**Run 1: cell placement**

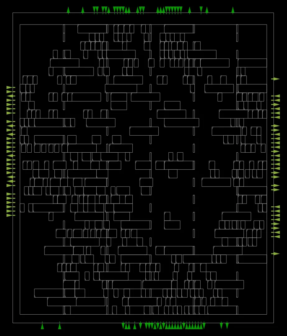
**Run 1: met2 routing**

The bar under the picture is 20 um long.
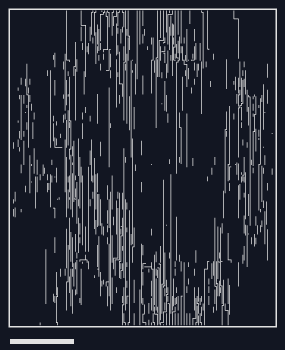
**Run 1: placement by cell class**

The bar under the picture is 20 um long. Fill, decap, tap and diode cells in grey.
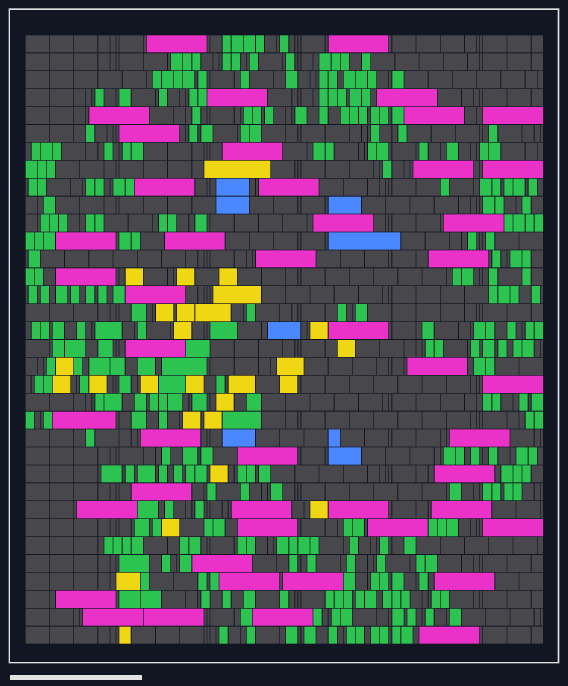
<file path="config.mk">
export PLATFORM = sky130hd
export DESIGN_NAME = regfile_wport_sched_flat
export DESIGN_NICKNAME = d
export VERILOG_FILES = /design/src/rtl/regfile_wport_sched_if.sv /design/src/rtl/regfile_wport_sched.sv /design/src/flat_wrapper.sv
export SDC_FILE = /design/constraint.sdc
export NUM_CORES = 1
export LEC_CHECK = 0
export ABC_AREA = 1
export CAP_MARGIN = 10
export CORE_ASPECT_RATIO = 1.2
export CORE_MARGIN = 2
export CORE_UTILIZATION = 35
export DETAILED_ROUTE_END_ITERATION = 10
export DONT_BUFFER_PORTS = 1
export RECOVER_POWER = 25
export SLEW_MARGIN = 25
export SYNTH_ARGS = -nofsm -noshare
export SYNTH_HDL_FRONTEND = slang
export SYNTH_SLANG_ARGS = --single-unit
</file>
<file path="constraint.sdc">
create_clock -name clock -period 1.9 [get_ports clock]
set_clock_uncertainty 0.2 [all_clocks]
set_input_delay 0.285 -clock clock [delete_from_list [all_inputs] [get_ports clock]]
set_output_delay 0.285 -clock clock [all_outputs]
set_load 0.01 [all_outputs]
</file>
<file path="src/rtl/regfile_wport_sched_if.sv">
// Write-port bundle for regfile_wport_sched: two write requesters plus the
// registered register-file write outputs and the init-done flag.
interface regfile_wport_sched_if #(
  parameter int DATA_W = 32,
  parameter int ADDR_W = 5
);
  logic              req0_valid;
  logic [ADDR_W-1:0] req0_rd;
  logic [DATA_W-1:0] req0_data;
  logic              req0_ready;
  logic              req1_valid;
  logic [ADDR_W-1:0] req1_rd;
  logic [DATA_W-1:0] req1_data;
  logic              req1_ready;
  logic              rf_w;
  logic [ADDR_W-1:0] rf_rd;
  logic [DATA_W-1:0] rf_c;
  logic              init_done;

  modport master (
    output req0_valid, req0_rd, req0_data, req1_valid, req1_rd, req1_data,
    input  req0_ready, req1_ready, rf_w, rf_rd, rf_c, init_done
  );

  modport slave (
    input  req0_valid, req0_rd, req0_data, req1_valid, req1_rd, req1_data,
    output req0_ready, req1_ready, rf_w, rf_rd, rf_c, init_done
  );
endinterface

</file>
<file path="src/rtl/regfile_wport_sched.sv">
// Register-file write-port scheduler: sweeps every register to INIT_VALUE after
// reset, then round-robins two write requesters onto a single registered port.
module regfile_wport_sched #(
  parameter int                DATA_W     = 32,
  parameter int                ADDR_W     = 5,
  parameter logic [DATA_W-1:0] INIT_VALUE = '0
) (
  input logic                  clock,
  input logic                  reset,
  regfile_wport_sched_if.slave wp
);
  typedef enum logic {INIT, RUN} state_t;

  localparam logic [ADDR_W:0] CNT_ONE = {{ADDR_W{1'b0}}, 1'b1};

  state_t            state;
  logic [ADDR_W:0]   init_cnt;   // MSB flags that the sweep has covered every register
  logic              last_grant;
  logic              rf_w_q;
  logic [ADDR_W-1:0] rf_rd_q;
  logic [DATA_W-1:0] rf_c_q;
  logic              init_done_q;

  logic              run, gnt0, gnt1, xfer, keep;
  logic [ADDR_W-1:0] sel_rd;
  logic [DATA_W-1:0] sel_data;

  // last_grant=1 means requester 1 won most recently, so requester 0 takes the tie
  always_comb begin
    run      = (state == RUN);
    gnt0     = run & wp.req0_valid & (~wp.req1_valid | last_grant);
    gnt1     = run & wp.req1_valid & (~wp.req0_valid | ~last_grant);
    xfer     = gnt0 | gnt1;
    sel_rd   = gnt1 ? wp.req1_rd   : wp.req0_rd;
    sel_data = gnt1 ? wp.req1_data : wp.req0_data;
    keep     = xfer & (sel_rd != '0);
  end

  assign wp.req0_ready = gnt0;
  assign wp.req1_ready = gnt1;
  assign wp.rf_w       = rf_w_q;
  assign wp.rf_rd      = rf_rd_q;
  assign wp.rf_c       = rf_c_q;
  assign wp.init_done  = init_done_q;

  always_ff @(posedge clock or negedge reset) begin
    if (!reset) begin
      state       <= INIT;
      init_cnt    <= '0;
      last_grant  <= 1'b1;
      rf_w_q      <= 1'b0;
      rf_rd_q     <= '0;
      rf_c_q      <= '0;
      init_done_q <= 1'b0;
    end else begin
      case (state)
        INIT: begin
          if (!init_cnt[ADDR_W]) begin
            rf_w_q   <= 1'b1;
            rf_rd_q  <= init_cnt[ADDR_W-1:0];
            rf_c_q   <= INIT_VALUE;
            init_cnt <= init_cnt + CNT_ONE;
          end else begin
            state       <= RUN;
            init_done_q <= 1'b1;
            rf_w_q      <= 1'b0;
          end
        end
        RUN: begin
          // writes to register 0 are accepted but dropped, leaving rd/c untouched
          rf_w_q <= keep;
          if (keep) begin
            rf_rd_q <= sel_rd;
            rf_c_q  <= sel_data;
          end
          if (xfer) last_grant <= gnt1;
        end
        default: state <= INIT;
      endcase
    end
  end
endmodule
</file>
<file path="src/flat_wrapper.sv">
// flat-port wrapper written by rule: the top's interface ports become plain ports
module regfile_wport_sched_flat 
#(
  parameter int                DATA_W     = 32,
  parameter int                ADDR_W     = 5,
  parameter logic [DATA_W-1:0] INIT_VALUE = '0
)
  (clock, reset, wp_req0_valid, wp_req0_rd, wp_req0_data, wp_req1_valid, wp_req1_rd, wp_req1_data, wp_req0_ready, wp_req1_ready, wp_rf_w, wp_rf_rd, wp_rf_c, wp_init_done);
  regfile_wport_sched_if #(.DATA_W(DATA_W), .ADDR_W(ADDR_W)) wp_i ();
  input logic clock;
  input logic reset;
  input wire logic [$bits(wp_i.req0_valid)-1:0] wp_req0_valid;
  input wire logic [$bits(wp_i.req0_rd)-1:0] wp_req0_rd;
  input wire logic [$bits(wp_i.req0_data)-1:0] wp_req0_data;
  input wire logic [$bits(wp_i.req1_valid)-1:0] wp_req1_valid;
  input wire logic [$bits(wp_i.req1_rd)-1:0] wp_req1_rd;
  input wire logic [$bits(wp_i.req1_data)-1:0] wp_req1_data;
  output wire logic [$bits(wp_i.req0_ready)-1:0] wp_req0_ready;
  output wire logic [$bits(wp_i.req1_ready)-1:0] wp_req1_ready;
  output wire logic [$bits(wp_i.rf_w)-1:0] wp_rf_w;
  output wire logic [$bits(wp_i.rf_rd)-1:0] wp_rf_rd;
  output wire logic [$bits(wp_i.rf_c)-1:0] wp_rf_c;
  output wire logic [$bits(wp_i.init_done)-1:0] wp_init_done;
  assign wp_i.req0_valid = wp_req0_valid;
  assign wp_i.req0_rd = wp_req0_rd;
  assign wp_i.req0_data = wp_req0_data;
  assign wp_i.req1_valid = wp_req1_valid;
  assign wp_i.req1_rd = wp_req1_rd;
  assign wp_i.req1_data = wp_req1_data;
  assign wp_req0_ready = wp_i.req0_ready;
  assign wp_req1_ready = wp_i.req1_ready;
  assign wp_rf_w = wp_i.rf_w;
  assign wp_rf_rd = wp_i.rf_rd;
  assign wp_rf_c = wp_i.rf_c;
  assign wp_init_done = wp_i.init_done;
  regfile_wport_sched #(.DATA_W(DATA_W), .ADDR_W(ADDR_W), .INIT_VALUE(INIT_VALUE)) u_core (.clock(clock), .reset(reset), .wp(wp_i));
endmodule
</file>
==> impl_results.html, run 1 <==
<h3>Flow metrics</h3>
<table>
<tr><th>Metric</th><th>Value</th></tr>
<tr><th colspan="2">Status</th></tr>
<tr><td>Status</td><td>complete, no violations</td></tr>
<tr><th colspan="2">Final timing</th></tr>
<tr><td>Final-report hold violation count</td><td>0</td></tr>
<tr><td>Post-route setup slack</td><td>between 0.002 and 0.003 ns</td></tr>
<tr><td>Shortest clock period the worst path allows after layout</td><td>about 1.9 ns</td></tr>
<tr><td>Final-report setup violation count</td><td>0</td></tr>
<tr><td>Worst Max-Slew Pin Slew</td><td>1.10 ns</td></tr>
<tr><td>Highest clock rate</td><td>~530 MHz</td></tr>
<tr><td>Hold Slack</td><td>about 0.013 ns</td></tr>
<tr><td>Setup repair after global routing missed its margin</td><td>yes</td></tr>
<tr><td>Period utilisation layout</td><td>~100%</td></tr>
<tr><td>Worst slew margin relative to its limit</td><td>between 20% and 30%</td></tr>
<tr><td>Max Transition Viols Final</td><td>0</td></tr>
<tr><th colspan="2">Critical path</th></tr>
<tr><td>Critical path fanouts, max</td><td>21</td></tr>
<tr><td>Arrival time worst endpoint</td><td>between 1.5 and 2 ns</td></tr>
<tr><td>Critical path class</td><td>reg2reg</td></tr>
<tr><td>Sort of element at the end of the critical path</td><td>register</td></tr>
<tr><td>Critical path data required time</td><td>1.89 ns</td></tr>
<tr><td>Nature of the critical path startpoint</td><td>register</td></tr>
<tr><th colspan="2">Yosys</th></tr>
<tr><td>Gate count after technology mapping</td><td>~370</td></tr>
<tr><td>Synthesized area per cell</td><td>between 7 and 8 um^2</td></tr>
<tr><td>Combined area of all synthesized cells</td><td>about 2600 um^2</td></tr>
<tr><td>Distinct cells, synth</td><td>26</td></tr>
<tr><td>Synth Register Bits</td><td>about 47</td></tr>
<tr><td>Net Count, Synth</td><td>453</td></tr>
<tr><td># Cells Yosys</td><td>approximately 370</td></tr>
<tr><td>Yosys stat chip area</td><td>2630 um^2</td></tr>
<tr><td>Synth Seq Share</td><td>~45%</td></tr>
<tr><td>Synth Warn #</td><td>0</td></tr>
<tr><th colspan="2">CTS</th></tr>
<tr><td>Clock tree from TritonCTS</td><td>done</td></tr>
<tr><td>Clock transition at the registers of the reported paths</td><td>0.09 ns</td></tr>
<tr><td>Clock tree root buffer cell</td><td>clkbuf_8</td></tr>
<tr><td>Deepest level of the CTS H-tree</td><td>2</td></tr>
<tr><td>Maximum root-to-sink buffer count</td><td>2</td></tr>
<tr><td>Number of sinks handled by clock tree synthesis</td><td>47</td></tr>
<tr><td>Number of clock buffers inserted by TritonCTS</td><td>5</td></tr>
<tr><td>Clk_lat worst skew</td><td>~0.3 ns</td></tr>
<tr><th colspan="2">Route</th></tr>
<tr><td>Routed vias/inst</td><td>between 4 and 5</td></tr>
<tr><td>Detail-routed net length per standard cell</td><td>~14 um</td></tr>
<tr><td>Drt pass-1 iters</td><td>4</td></tr>
<tr><td>Post-detailed-route count of antenna-violating nets</td><td>0</td></tr>
<tr><td>Remaining design rule violation count</td><td>0</td></tr>
<tr><td>First DRT Iteration DRCs</td><td>~60</td></tr>
<tr><th colspan="2">Power</th></tr>
<tr><td>Peak ir drop on the vdd network</td><td>0.357 mV</td></tr>
<tr><td>Final Total Pwr</td><td>2.64 mW</td></tr>
<tr><td>Cell area power density</td><td>873 nW/um^2</td></tr>
<tr><td>Leakage component of the power</td><td>approximately 1.7 nW</td></tr>
<tr><th colspan="2">Place</th></tr>
<tr><td>DP Wirelength</td><td>around 4800 um</td></tr>
<tr><td>Worst slack after detailed placement</td><td>-0.0906 ns</td></tr>
<tr><td>Number of port buffers</td><td>0</td></tr>
<tr><td>Post-Place Cell Area</td><td>between 2000 and 3000 um^2</td></tr>
<tr><td>Final GP Congestion</td><td>slightly below 0.8</td></tr>
<tr><th colspan="2">GRT</th></tr>
<tr><td>Global-route wire length before repair</td><td>~11000 um</td></tr>
<tr><td>Total track usage</td><td>between 15 and 20%</td></tr>
<tr><td>Total congestion overflow</td><td>0</td></tr>
<tr><td>Maximum number of pins on one net before global-route repair</td><td>around 48</td></tr>
<tr><td>Via count of the first global-routing pass</td><td>2193</td></tr>
<tr><td>Number of antenna violations at the first check in global routing</td><td>0</td></tr>
<tr><th colspan="2">Floorplanning</th></tr>
<tr><td>Area enclosed by the die boundary</td><td>about 8200 um^2</td></tr>
<tr><td>Top-level I/O count</td><td>119</td></tr>
<tr><td>Effective utilization at floorplan</td><td>between 30% and 40%</td></tr>
<tr><td>Die Span Y</td><td>99.0 um</td></tr>
<tr><td>Horizontal extent of the die</td><td>83.2 um</td></tr>
<tr><th colspan="2">Final layout</th></tr>
<tr><td>Final antenna diode count</td><td>0</td></tr>
<tr><td>Post-synthesis to final-layout area growth</td><td>15.0%</td></tr>
<tr><td>Share of layout cells above drive strength 1</td><td>roughly an eighth</td></tr>
<tr><td>Nets</td><td>approximately 460</td></tr>
<tr><th colspan="2">Job</th></tr>
<tr><td>Maximum Capacitance Violations</td><td>0</td></tr>
<tr><td>Number of OpenROAD warnings</td><td>27</td></tr>
<tr><th colspan="2">Worst hold path</th></tr>
<tr><td>Worst Hold Class</td><td>in2reg</td></tr>
</table>
## Picture notes: 'cell placement'
area of the core region: 7270 um^2
fin util: 41.6%
number of rows created at floorplan: 34

## Picture notes: 'met2 routing'
nets with wire on the layer = 339
longest straight run = 43.5 um
main direction = vertical
wire length on this layer = 3390 um
share of all routed wire = 50%
met2 Resource Use GR: 27.7%
count of vias placed by the detailed router: 2313
sum of routed wire length over all layers: 6790 um

## Picture notes: 'placement by cell class'
yellow -> other buffers and delay cells  # cells 27, share of their area 8.6%
magenta -> flip-flops  # cells 47, share of their area 40%
blue -> clock drivers and dummy loads  # cells 8, share of their area 4.0%
green -> all other logic  # cells 304, share of their area 47%
Non-Filler Cell Area, Final: 3030 um^2
sequential fraction of total cell area: 38.9%

-- run 1: final timing paths --
check	from	endpoint	slack, ns	cells after the start
max	u_core.last_grant	u_core.wp.rf_c[17]	0.003	10
min	wp_req1_data[25]	u_core.wp.rf_c[25]	0.01	4
max reg2reg	u_core.last_grant	u_core.wp.rf_c[17]	0.003	10
min reg2reg	u_core.init_cnt[5]	u_core.init_cnt[5]	0.31	2
max in group asynchronous	reset	u_core.wp.rf_c[11]	0.28	2
min in group asynchronous	reset	u_core.init_cnt[2]	0.53	2
-- run 1: report_power, final --
| group | internal [mW] | switching (mW) |
|---|---|---|
| Clock | 0.426 | 0.350 |
| Combinational | 0.218 | 0.303 |
| Sequential | 1.15 | 0.190 |
| Total | 1.80 | 0.843 |
-- run 1: cell type report --
cell class	instances	area, um^2
clock inverter	2	35.0
fill	749	4250
multi-input combinational	258	1190
tap	90	113
inverter	46	175
timing repair buffer	27	250
clock buffer	6	82.6
sequential	47	1180
-- run 1: timing repair --
item                                   in CTS  in global routing
setup buffers                               3                  2
hold buffers                                2                  0
gates cloned                                1                  0
pin swaps                                   3                  1
endpoints found under the hold margin      47                  0
setup endpoints to repair                  37                 38
gates resized                              15                  7
-- run 1: cell usage in the layout, fill, tap and decap left out, drive strengths merged, types with 2 or more instances in the layout --
master | Yosys | routed
nand3 | 41 | 41
inv | 45 | 45
nand2 | 163 | 163
clkbuf | 9 | 6
o21ai | 39 | 39
buf | 14 | 26
o21bai | 2 | 2
a21oi | 2 | 2
nor2 | 3 | 3
clkinv | 1 | 2
dfrtp | 46 | 46
xor2 | 3 | 3
-- run 1: routing by layer --
layer	wire length (um)	part of all wire [%]	track usage [%]	vias up
li1	-	-	-	1171
met2	3390	50	27.7	79
met5	0	0	0	-
met1	2830	42	20.8	1056
met3	465	6.8	4.77	7
met4	114	1.7	5.67	0
-- run 1: stage by stage --
stage                     util [%]  TNS, ns  instances
after floorplan                  -        0        374
after global placement        38.0        0        462
after detailed placement      38.0    -2.35        462
after CTS                     41.4        0        475
after global routing          41.6    -2.07        476
final                         41.6        0        476
-- run 1: critical path, stage by stage (launching register included) --
cell      delay [ns]
dfstp_2         0.55
nand2_2         0.08
nand2_4         0.10
nand2_1         0.08
nand2_2         0.09
nand2_2         0.07
o21bai_4        0.20
nand2_4         0.11
buf_12          0.18
nand2_1         0.07
nand2_1         0.05
-- run 1: flip-flops by register name, summed over array words and instances (netlist names) --
name                 count
u_core.init_cnt          6
u_core.wp.rf_c          32
u_core.run               1
u_core.last_grant        1
u_core.wp.rf_rd          5
u_core.wp.init_done      1
u_core.wp.rf_w           1
-- run 1: cells by family after synthesis --
kind of cell    synth area share (%)
xor+xnor                        1.33
flops                           44.7
compound gates                  9.08
simple gates                    32.4
buf+inv                         12.0
fa+ha+maj                      0.475
-- run 1: cell usage after synthesis (all sizes together) --
cell	number	area, um^2
inv	45	169
nand2	163	622
clkinv	1	3.75
a21oi	2	13.8
o21ai	39	199
xnor2	1	8.76
o31ai	1	7.51
xor2	3	26.3
clkbuf	9	33.8
nand3	41	205
nand4	1	6.26
buf	14	109
o21bai	2	18.8
dfrtp	46	1150
dfstp	1	26.3
nand3b	1	7.51
nor2	3	11.3
ha	1	12.5
**Run 1: PDN straps and rails**

Pins as bars on the die edge. Tap cells in grey.
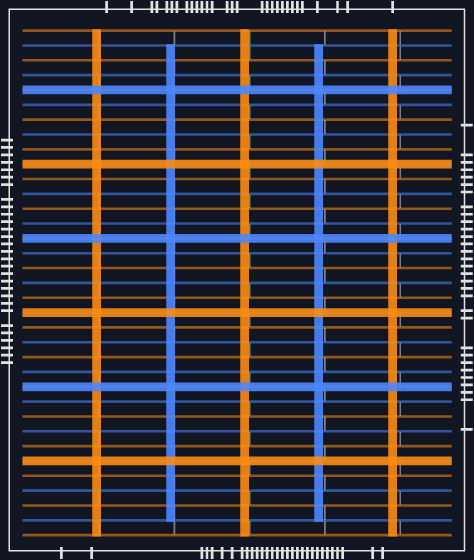

==> run 2: changes to the inputs <==
- CORE_ASPECT_RATIO: 1.2 -> 0.8
**Run 2: PDN straps and rails**

Pins as bars on the die edge. Tap cells in grey.
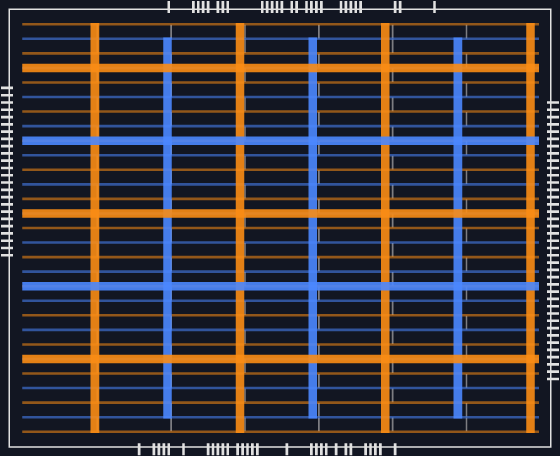
blue -> VDD
orange -> VSS
signal pins = 119
rows = 28
horizontal extent of the die: 101 um
peak ir drop on the vdd network: 0.328 mV
area of the core region: 7360 um^2

==> run 2 against run 1 <==
Compared with the run above: maximum frequency up 1.3%; clock power down 24%; die size about the same; critical path depth unchanged; synthesized area unchanged; worst setup slack better by 0.025 ns; cell area up 0.50%; global-route usage down 1.2 points; count of clock-buffer cells in the layout up 1; worst hold slack worse by 0.0026 ns; via count up 0.65%; sequential power about the same; critical path type unchanged; critical endpoint is now u_core.wp.rf_c[29].
==> impl_results.html, run 2 <==
<h3>Flow metrics</h3>
<table>
<tr><th>Metric</th><th>Value</th></tr>
<tr><th colspan="2">Yosys</th></tr>
<tr><td># Cells Yosys</td><td>~370</td></tr>
<tr><td>Combined area of all synthesized cells</td><td>2630 um^2</td></tr>
<tr><td>Yosys stat chip area</td><td>2630 um^2</td></tr>
<tr><td>Net Count, Synth</td><td>around 450</td></tr>
<tr><td>Top cell type by total area after synthesis</td><td>dfrtp_1</td></tr>
<tr><td>Synthesized area per cell</td><td>around 7.0 um^2</td></tr>
<tr><td>Synth Register Bits</td><td>roughly 47</td></tr>
<tr><td>Commonest flop</td><td>dfrtp_1</td></tr>
<tr><td>Fraction of the mapped netlist area in compound gates</td><td>under 10%</td></tr>
<tr><td>Synth Seq Share</td><td>44.7%</td></tr>
<tr><td>Share of synthesized area spent on multiplexers</td><td>0%</td></tr>
<tr><td>Simple-gate share of the synthesized area</td><td>32.4%</td></tr>
<tr><td>Distinct cells, synth</td><td>26</td></tr>
<tr><td>Post-Synth Adder-Cell Area</td><td>less than 1%</td></tr>
<tr><td>Synth Area in XOR/XNOR</td><td>approximately 1.3%</td></tr>
<tr><td>Gate count after technology mapping</td><td>~370</td></tr>
<tr><td>Count of flip-flops with a built-in enable after synthesis</td><td>0</td></tr>
<tr><td>Main logic family after synthesis</td><td>simple AND/OR/NAND/NOR gates</td></tr>
<tr><td>Synth Warn #</td><td>0</td></tr>
<tr><td>Post-synth ARST share</td><td>100%</td></tr>
<tr><td>Area share of the leading cell type in the synthesized netlist</td><td>a little over two fifths</td></tr>
<tr><td>Ranking of synthesized cells by area</td><td>dfrtp_1 (44%), nand2_1 (23%), nand3_1 (7.8%)</td></tr>
<tr><td>Synth cell count leaders</td><td>nand2_1 (161), dfrtp_1 (46), inv_1 (44)</td></tr>
<tr><td>Top cell type by instance count after synthesis</td><td>nand2_1</td></tr>
<tr><th colspan="2">Critical path</th></tr>
<tr><td>Nature of the critical path startpoint</td><td>register</td></tr>
<tr><td>Reg2Reg Launch Point</td><td>u_core.last_grant</td></tr>
<tr><td>Register-to-Register Path Depth</td><td>10</td></tr>
<tr><td>R2r endpoint</td><td>u_core.wp.rf_c[29]</td></tr>
<tr><td>Sort of element at the end of the critical path</td><td>register</td></tr>
<tr><td>Arrival time worst endpoint</td><td>approximately 1.9 ns</td></tr>
<tr><td>Worst path slowest cell</td><td>dfstp_2</td></tr>
<tr><td>Delay contributed by the slowest stage of the critical path</td><td>0.55 ns</td></tr>
<tr><td>Critical path data required time</td><td>between 1.5 and 2 ns</td></tr>
<tr><td>Critical path fanouts, max</td><td>8</td></tr>
<tr><td>Critical path's most frequent cell</td><td>nand2_1</td></tr>
<tr><td>Flop2flop setup slack</td><td>0.03 ns</td></tr>
<tr><td>Cells traversed along the worst timing path</td><td>nand2_2 -&gt; nand2_4 -&gt; nand2_1 -&gt; nand2_1 -&gt; nand3_2 -&gt; o21bai_4 -&gt; buf_8 -&gt; clkbuf_16 -&gt; nand3_1 -&gt; nand2_1</td></tr>
<tr><td>Critical path class</td><td>reg2reg</td></tr>
<tr><th colspan="2">CTS</th></tr>
<tr><td>Number of clock buffers inserted by TritonCTS</td><td>5</td></tr>
<tr><td>Clock tree from TritonCTS</td><td>done</td></tr>
<tr><td>Maximum root-to-sink buffer count</td><td>2</td></tr>
<tr><td>Clock tree root buffer cell</td><td>clkbuf_8</td></tr>
<tr><td>Deepest level of the CTS H-tree</td><td>2</td></tr>
<tr><td>Number of sinks handled by clock tree synthesis</td><td>about 47</td></tr>
<tr><td>Clk_lat worst skew</td><td>~0.29 ns</td></tr>
<tr><td>Clock transition at the registers of the reported paths</td><td>~0.09 ns</td></tr>
<tr><th colspan="2">GRT</th></tr>
<tr><td>Maximum number of pins on one net before global-route repair</td><td>about 48</td></tr>
<tr><td>Total track usage</td><td>15.5%</td></tr>
<tr><td>Via count of the first global-routing pass</td><td>2068</td></tr>
<tr><td>Total congestion overflow</td><td>0</td></tr>
<tr><td>Global-route wire length before repair</td><td>10100 um</td></tr>
<tr><td>Number of antenna violations at the first check in global routing</td><td>0</td></tr>
<tr><th colspan="2">Final timing</th></tr>
<tr><td>Shortest clock period the worst path allows after layout</td><td>roughly 1.9 ns</td></tr>
<tr><td>Post-route setup slack</td><td>approximately 0.028 ns</td></tr>
<tr><td>Final sum of negative setup slack</td><td>0 ns</td></tr>
<tr><td>Period utilisation layout</td><td>a little over nine tenths</td></tr>
<tr><td>Hold Slack</td><td>roughly 0.011 ns</td></tr>
<tr><td>Final-report hold violation count</td><td>0</td></tr>
<tr><td>Max Transition Viols Final</td><td>0</td></tr>
<tr><td>Worst slew margin relative to its limit</td><td>between 20 and 30%</td></tr>
<tr><td>Setup repair after global routing missed its margin</td><td>yes</td></tr>
<tr><td>Worst Max-Slew Pin Slew</td><td>~1.1 ns</td></tr>
<tr><td>Highest clock rate</td><td>roughly 530 MHz</td></tr>
<tr><td>Final-report setup violation count</td><td>0</td></tr>
<tr><th colspan="2">Job</th></tr>
<tr><td>Number of OpenROAD warnings</td><td>27</td></tr>
<tr><td>Maximum Capacitance Violations</td><td>0</td></tr>
<tr><th colspan="2">Final layout</th></tr>
<tr><td>Most frequently placed logic cells in the final layout</td><td>nand2_1 (155), dfrtp_1 (46), inv_1 (44)</td></tr>
<tr><td>Post-synthesis to final-layout area growth</td><td>15.5%</td></tr>
<tr><td>Fin util</td><td>~41%</td></tr>
<tr><td>Largest register FFs</td><td>32</td></tr>
<tr><td>Final non-filler cell total</td><td>between 400 and 500</td></tr>
<tr><td>Nets</td><td>between 400 and 500</td></tr>
<tr><td>Share of layout cells above drive strength 1</td><td>around 12%</td></tr>
<tr><td>Final antenna diode count</td><td>0</td></tr>
<tr><td>Most frequently placed logic cell in the final layout</td><td>nand2_1</td></tr>
<tr><td>Non-Filler Cell Area, Final</td><td>just over 3000 um^2</td></tr>
<tr><td>Number of inserted filler cells in the final layout</td><td>between 700 and 800</td></tr>
<tr><th colspan="2">Floorplanning</th></tr>
<tr><td>Area enclosed by the die boundary</td><td>8230 um^2</td></tr>
<tr><td>Effective utilization at floorplan</td><td>35.8%</td></tr>
<tr><td>Top-level I/O count</td><td>between 100 and 150</td></tr>
<tr><td>Number of rows created at floorplan</td><td>28</td></tr>
<tr><th colspan="2">Worst hold path</th></tr>
<tr><td>Hold wc startpoint</td><td>wp_req1_data[5]</td></tr>
<tr><td>Worst hold stages</td><td>4</td></tr>
<tr><td>Worst Hold Class</td><td>in2reg</td></tr>
<tr><td>WHS Endpoint</td><td>u_core.wp.rf_c[5]</td></tr>
<tr><th colspan="2">Route</th></tr>
<tr><td>Routed vias/inst</td><td>just under 5</td></tr>
<tr><td>First DRT Iteration DRCs</td><td>roughly 80</td></tr>
<tr><td>Drt pass-1 iters</td><td>4</td></tr>
<tr><td>Post-detailed-route count of antenna-violating nets</td><td>0</td></tr>
<tr><td>Detail-routed net length per standard cell</td><td>around 14 um</td></tr>
<tr><td>Remaining design rule violation count</td><td>0</td></tr>
<tr><th colspan="2">Place</th></tr>
<tr><td>DP Wirelength</td><td>about 4400 um</td></tr>
<tr><td>Worst slack after detailed placement</td><td>-0.0347 ns</td></tr>
<tr><td>Number of port buffers</td><td>0</td></tr>
<tr><td>Placed cell count</td><td>456</td></tr>
<tr><td>Post-Place Cell Area</td><td>approximately 2700 um^2</td></tr>
<tr><td>Final GP Congestion</td><td>0.751</td></tr>
<tr><th colspan="2">Status</th></tr>
<tr><td>Status</td><td>complete, no violations</td></tr>
<tr><th colspan="2">Power</th></tr>
<tr><td>Cell area power density</td><td>between 800 and 900 nW/um^2</td></tr>
<tr><td>Leakage component of the power</td><td>between 1.5 and 2 nW</td></tr>
<tr><td>Final Total Pwr</td><td>about 2.5 mW</td></tr>
</table>
**Run 2: met2 routing**

The bar under the picture is 20 um long.
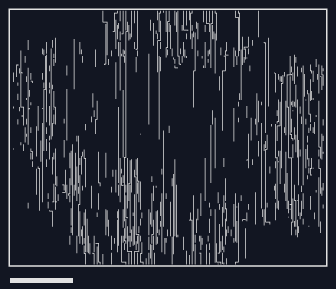
main direction = vertical
nets with wire on the layer = 334
longest straight run = 40.1 um
share of all routed wire = 46%
wire length on this layer = 3140 um
met2 Resource Use GR: 25.9%
sum of routed wire length over all layers: 6790 um
count of vias placed by the detailed router: 2328

## run 2: area by class of cell
class | count | area (um^2) | area share, %
well taps | 90 | 113 | 3.70
clock inverters | 1 | 5.00 | 0.165
flip-flops and latches | 47 | 1180 | 38.7
repair buffers | 27 | 307 | 10.1
multi-input cells | 258 | 1190 | 39.1
inverters | 46 | 175 | 5.76
clock buffers | 7 | 76.3 | 2.51
## run 2: what timing repair did
action	CTS	global route
setup buffers	6	1
endpoints found under the hold margin	47	0
cloned	1	3
hold buffers	2	0
setup endpoints to repair	37	37
resized	8	13
pin swaps	2	5
## run 2: worst max-delay path, delay by kind of cell (launching register included)
family / cells / cell delay [ns]
flip-flops: 1 / 0.55
AND/OR/NAND/NOR: 7 / 0.57
AND-OR/OR-AND: 1 / 0.18
buffers and inverters: 2 / 0.32
## run 2: cell families (layout without fill, tap and decap cells)
group,after synthesis,after routing
buffers and inverters,69,81
adders and majority gates,1,1
DFF,47,47
AOI/OAI and AO/OA,44,44
and+or+nand+nor,209,209
xor gates and xnor gates,4,4
## run 2: power by group
group,switching (mW),internal (mW),total (mW)
sequential,0.190,1.15,1.34
combinational,0.314,0.242,0.556
clock,0.330,0.259,0.589
total,0.834,1.66,2.49
## run 2: worst max-delay path by stage
stage                     cells after the start                 end         startpoint
after detailed placement                      9   u_core.wp.rf_c[8]  u_core.last_grant
after CTS                                    10   u_core.wp.rf_c[9]  u_core.last_grant
final                                        10  u_core.wp.rf_c[29]  u_core.last_grant
after floorplan                              11  u_core.wp.rf_rd[3]  u_core.last_grant
after global routing                         11  u_core.wp.rf_c[28]         u_core.run
after global placement                       10  u_core.wp.rf_rd[0]  u_core.last_grant
## run 2: metal layers
metal  global-route usage, %  part of all wire [%]  up-vias
li1                        -                     -     1172
met1                    20.6                    46     1072
met2                    25.9                    46       80
met3                    4.34                   7.8        4
met4                    2.30                  0.34        0
met5                       0                     0        -
==> run 3: changes to the inputs <==
- CTS_CLUSTER_DIAMETER: unset -> 150
**Run 3: cell placement**

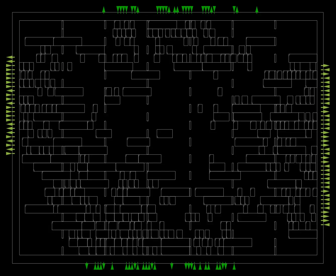
final non-filler cell total: 476
number of inserted filler cells in the final layout: 758

==> run 3 against run 2 <==
Compared with the run above: sequential share of layout area unchanged; routed wire length unchanged; cell count unchanged; critical path type unchanged; largest cell class unchanged.
==> impl_results.html, run 3 <==
<h3>Flow metrics</h3>
<table>
<tr><th>Metric</th><th>Value</th></tr>
<tr><th colspan="2">Status</th></tr>
<tr><td>Status</td><td>complete, no violations</td></tr>
<tr><th colspan="2">Route</th></tr>
<tr><td>Post-detailed-route count of antenna-violating nets</td><td>0</td></tr>
<tr><td>Drt pass-1 iters</td><td>4</td></tr>
<tr><td>Count of vias placed by the detailed router</td><td>~2300</td></tr>
<tr><td>Detail-routed net length per standard cell</td><td>14.3 um</td></tr>
<tr><td>Remaining design rule violation count</td><td>0</td></tr>
<tr><td>Routed vias/inst</td><td>4.89</td></tr>
<tr><td>First DRT Iteration DRCs</td><td>around 80</td></tr>
<tr><td>Sum of routed wire length over all layers</td><td>between 6000 and 7000 um</td></tr>
<tr><th colspan="2">Job</th></tr>
<tr><td>Maximum Capacitance Violations</td><td>0</td></tr>
<tr><td>Number of OpenROAD warnings</td><td>27</td></tr>
<tr><th colspan="2">GRT</th></tr>
<tr><td>Total congestion overflow</td><td>0</td></tr>
<tr><td>Via count of the first global-routing pass</td><td>approximately 2100</td></tr>
<tr><td>Maximum number of pins on one net before global-route repair</td><td>roughly 48</td></tr>
<tr><td>Global-route wire length before repair</td><td>10100 um</td></tr>
<tr><td>Total track usage</td><td>between 10% and 20%</td></tr>
<tr><th colspan="2">Critical path</th></tr>
<tr><td>Critical path fanouts, max</td><td>8</td></tr>
<tr><td>Nature of the critical path startpoint</td><td>register</td></tr>
<tr><td>Critical path class</td><td>reg2reg</td></tr>
<tr><td>Sort of element at the end of the critical path</td><td>register</td></tr>
<tr><td>Critical path data required time</td><td>1.93 ns</td></tr>
<tr><td>Arrival time worst endpoint</td><td>1.90 ns</td></tr>
<tr><th colspan="2">Power</th></tr>
<tr><td>Cell area power density</td><td>roughly 820 nW/um^2</td></tr>
<tr><td>Leakage component of the power</td><td>1.70 nW</td></tr>
<tr><td>Switching power total</td><td>about 0.83 mW</td></tr>
<tr><td>Proportion of power drawn by flip-flops and latches</td><td>54.0%</td></tr>
<tr><td>Peak ir drop on the vdd network</td><td>0.328 mV</td></tr>
<tr><td>Final Total Pwr</td><td>~2.5 mW</td></tr>
<tr><td>Proportion of power drawn by combinational gates</td><td>22.3%</td></tr>
<tr><th colspan="2">Final layout</th></tr>
<tr><td>Non-Filler Cell Area, Final</td><td>3040 um^2</td></tr>
<tr><td>Nets</td><td>between 400 and 500</td></tr>
<tr><td>Post-synthesis to final-layout area growth</td><td>15.5%</td></tr>
<tr><td>Most frequently placed logic cells in the final layout</td><td>nand2_1 (155), dfrtp_1 (46), inv_1 (44)</td></tr>
<tr><td>Storage element area</td><td>1180 um^2</td></tr>
<tr><td>Final antenna diode count</td><td>0</td></tr>
<tr><td>Share of layout cells above drive strength 1</td><td>about 12%</td></tr>
<tr><td>Most frequently placed logic cell in the final layout</td><td>nand2_1</td></tr>
<tr><td>Largest register FFs</td><td>32</td></tr>
<tr><td>Gate Area</td><td>approximately 1200 um^2</td></tr>
<tr><th colspan="2">Yosys</th></tr>
<tr><td>Top cell type by instance count after synthesis</td><td>nand2_1</td></tr>
<tr><td>Top cell type by total area after synthesis</td><td>dfrtp_1</td></tr>
<tr><td>Area share of the leading cell type in the synthesized netlist</td><td>between 40% and 50%</td></tr>
<tr><td>Synth Register Bits</td><td>around 47</td></tr>
<tr><td>Synth cell count leaders</td><td>nand2_1 (161), dfrtp_1 (46), inv_1 (44)</td></tr>
<tr><td>Synthesized area per cell</td><td>roughly 7.0 um^2</td></tr>
<tr><td>Gate count after technology mapping</td><td>374</td></tr>
<tr><td>Ranking of synthesized cells by area</td><td>dfrtp_1 (44%), nand2_1 (23%), nand3_1 (7.8%)</td></tr>
<tr><td># Cells Yosys</td><td>around 370</td></tr>
<tr><td>Yosys stat chip area</td><td>roughly 2600 um^2</td></tr>
<tr><td>Distinct cells, synth</td><td>26</td></tr>
<tr><td>Count of flip-flops with a built-in enable after synthesis</td><td>0</td></tr>
<tr><td>Synth Seq Share</td><td>approximately 45%</td></tr>
<tr><td>Post-synth ARST share</td><td>100%</td></tr>
<tr><td>Combined area of all synthesized cells</td><td>between 2000 and 3000 um^2</td></tr>
<tr><td>Synth Warn #</td><td>0</td></tr>
<tr><th colspan="2">Floorplanning</th></tr>
<tr><td>Horizontal extent of the die</td><td>slightly above 100 um</td></tr>
<tr><td>Top-level I/O count</td><td>about 120</td></tr>
<tr><td>Effective utilization at floorplan</td><td>approximately 36%</td></tr>
<tr><td>Die Span Y</td><td>a little over 80 um</td></tr>
<tr><td>Area enclosed by the die boundary</td><td>8230 um^2</td></tr>
<tr><td>Number of rows created at floorplan</td><td>28</td></tr>
<tr><td>Area of the core region</td><td>7360 um^2</td></tr>
<tr><th colspan="2">Worst hold path</th></tr>
<tr><td>Worst Hold Class</td><td>in2reg</td></tr>
<tr><th colspan="2">Final timing</th></tr>
<tr><td>Final-report setup violation count</td><td>0</td></tr>
<tr><td>Max Transition Viols Final</td><td>0</td></tr>
<tr><td>Highest clock rate</td><td>approximately 530 MHz</td></tr>
<tr><td>Setup repair after global routing missed its margin</td><td>yes</td></tr>
<tr><td>Worst slew margin relative to its limit</td><td>around 29%</td></tr>
<tr><td>Worst Max-Slew Pin Slew</td><td>1.06 ns</td></tr>
<tr><td>Hold Slack</td><td>about 0.011 ns</td></tr>
<tr><td>Final-report hold violation count</td><td>0</td></tr>
<tr><td>Period utilisation layout</td><td>98.5%</td></tr>
<tr><td>Shortest clock period the worst path allows after layout</td><td>approximately 1.9 ns</td></tr>
<tr><th colspan="2">Place</th></tr>
<tr><td>Final GP Congestion</td><td>~0.75</td></tr>
<tr><td>Post-Place Cell Area</td><td>around 2700 um^2</td></tr>
<tr><td>Number of port buffers</td><td>0</td></tr>
<tr><td>DP Wirelength</td><td>4420 um</td></tr>
<tr><th colspan="2">CTS</th></tr>
<tr><td>Number of sinks handled by clock tree synthesis</td><td>47</td></tr>
<tr><td>Maximum root-to-sink buffer count</td><td>2</td></tr>
<tr><td>Number of clock buffers inserted by TritonCTS</td><td>5</td></tr>
<tr><td>Clock tree from TritonCTS</td><td>done</td></tr>
<tr><td>Clock transition at the registers of the reported paths</td><td>roughly 0.090 ns</td></tr>
</table>
**Run 3: clock network drawn from the DEF**

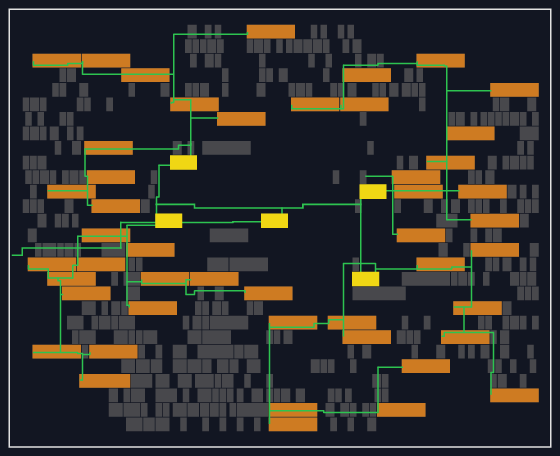
orange -> flip-flops  # count 47
yellow -> cells driving clock nets  # count 5
green -> clock wires  # length 621 um
routed clock nets = 6
flops lie = spread over the die
clk_lat worst skew: 0.29 ns
power share of the clock group: 23.7%
power dissipated in the clock network: 0.589 mW

[run 3: cell counts in the layout (fill, tap and decap cells not counted)]
Identical to the previous run, type by type.
[run 3: through the flow]
step	utilization [%]	cells	TNS (ns)
floorplan	-	374	0
global placement	37.2	456	0
detailed placement	37.2	456	-0.932
CTS	40.2	473	0
global route	41.3	476	-1.73
finish	41.3	476	0
[run 3: final timing paths]
path / slack [ns] / endpoint / cells after the start / startpoint
worst max register to register: 0.03 / u_core.wp.rf_c[29] / 10 / u_core.last_grant
worst max-delay path: 0.03 / u_core.wp.rf_c[29] / 10 / u_core.last_grant
min in group asynchronous: 0.54 / u_core.wp.rf_c[4] / 2 / reset
max in group asynchronous: 0.30 / u_core.wp.rf_c[20] / 2 / reset
worst min-delay path: 0.01 / u_core.wp.rf_c[5] / 4 / wp_req1_data[5]
worst min register to register: 0.31 / u_core.init_cnt[3] / 1 / u_core.init_cnt[3]
[run 3: per-layer routing]
metal | share of wire, % | GRT usage [%]
met1 | 46 | 20.6
met2 | 46 | 25.9
met3 | 7.8 | 4.34
met4 | 0.34 | 2.30
met5 | 0 | 0
[run 3: layout make-up]
cell class	count	area share, %
multi-input cells	258	39.1
flip-flops and latches	47	38.7
well taps	90	3.70
clock inverters	1	0.165
repair buffers	27	10.1
clock buffers	7	2.51
inverters	46	5.76
[run 3: critical path, stage by stage, from the launching register on]
cell and delay (ns):
dfstp_2 0.55, nand2_2 0.07, nand2_4 0.11, nand2_1 0.06, nand2_1 0.09, nand3_2 0.10, o21bai_4 0.18, buf_8 0.17
clkbuf_16 0.15, nand3_1 0.06, nand2_1 0.08
[run 3: repair_timing]
action                     CTS  global route
pin swaps                    2             5
setup endpoints to repair   37            37
gates resized                8            13
gates cloned                 1             3
hold buffers                 2             0
hold endpoints to repair    47             0
buffers inserted             6             1
[run 3: cells by family after synthesis]
group	Yosys count	synth area share, %
adder cells (fa/ha/maj)	1	0.475
XOR/XNOR	4	1.33
buffers and inverters	69	12.0
AND/OR/NAND/NOR	209	32.4
AND-OR/OR-AND	44	9.08
flip-flops	47	44.7
[run 3: power by group through the flow]
stage / registers (mW) / logic (mW) / clock network (mW)
floorplan: 1.32 / 0.360 / 0
global placement: 1.37 / 0.413 / 0
detailed placement: 1.36 / 0.427 / 0
CTS: 1.35 / 0.511 / 0.622
global route: 1.36 / 0.644 / 0.661
finish: 1.34 / 0.556 / 0.589
Power is estimated from default activity; no workload was simulated.
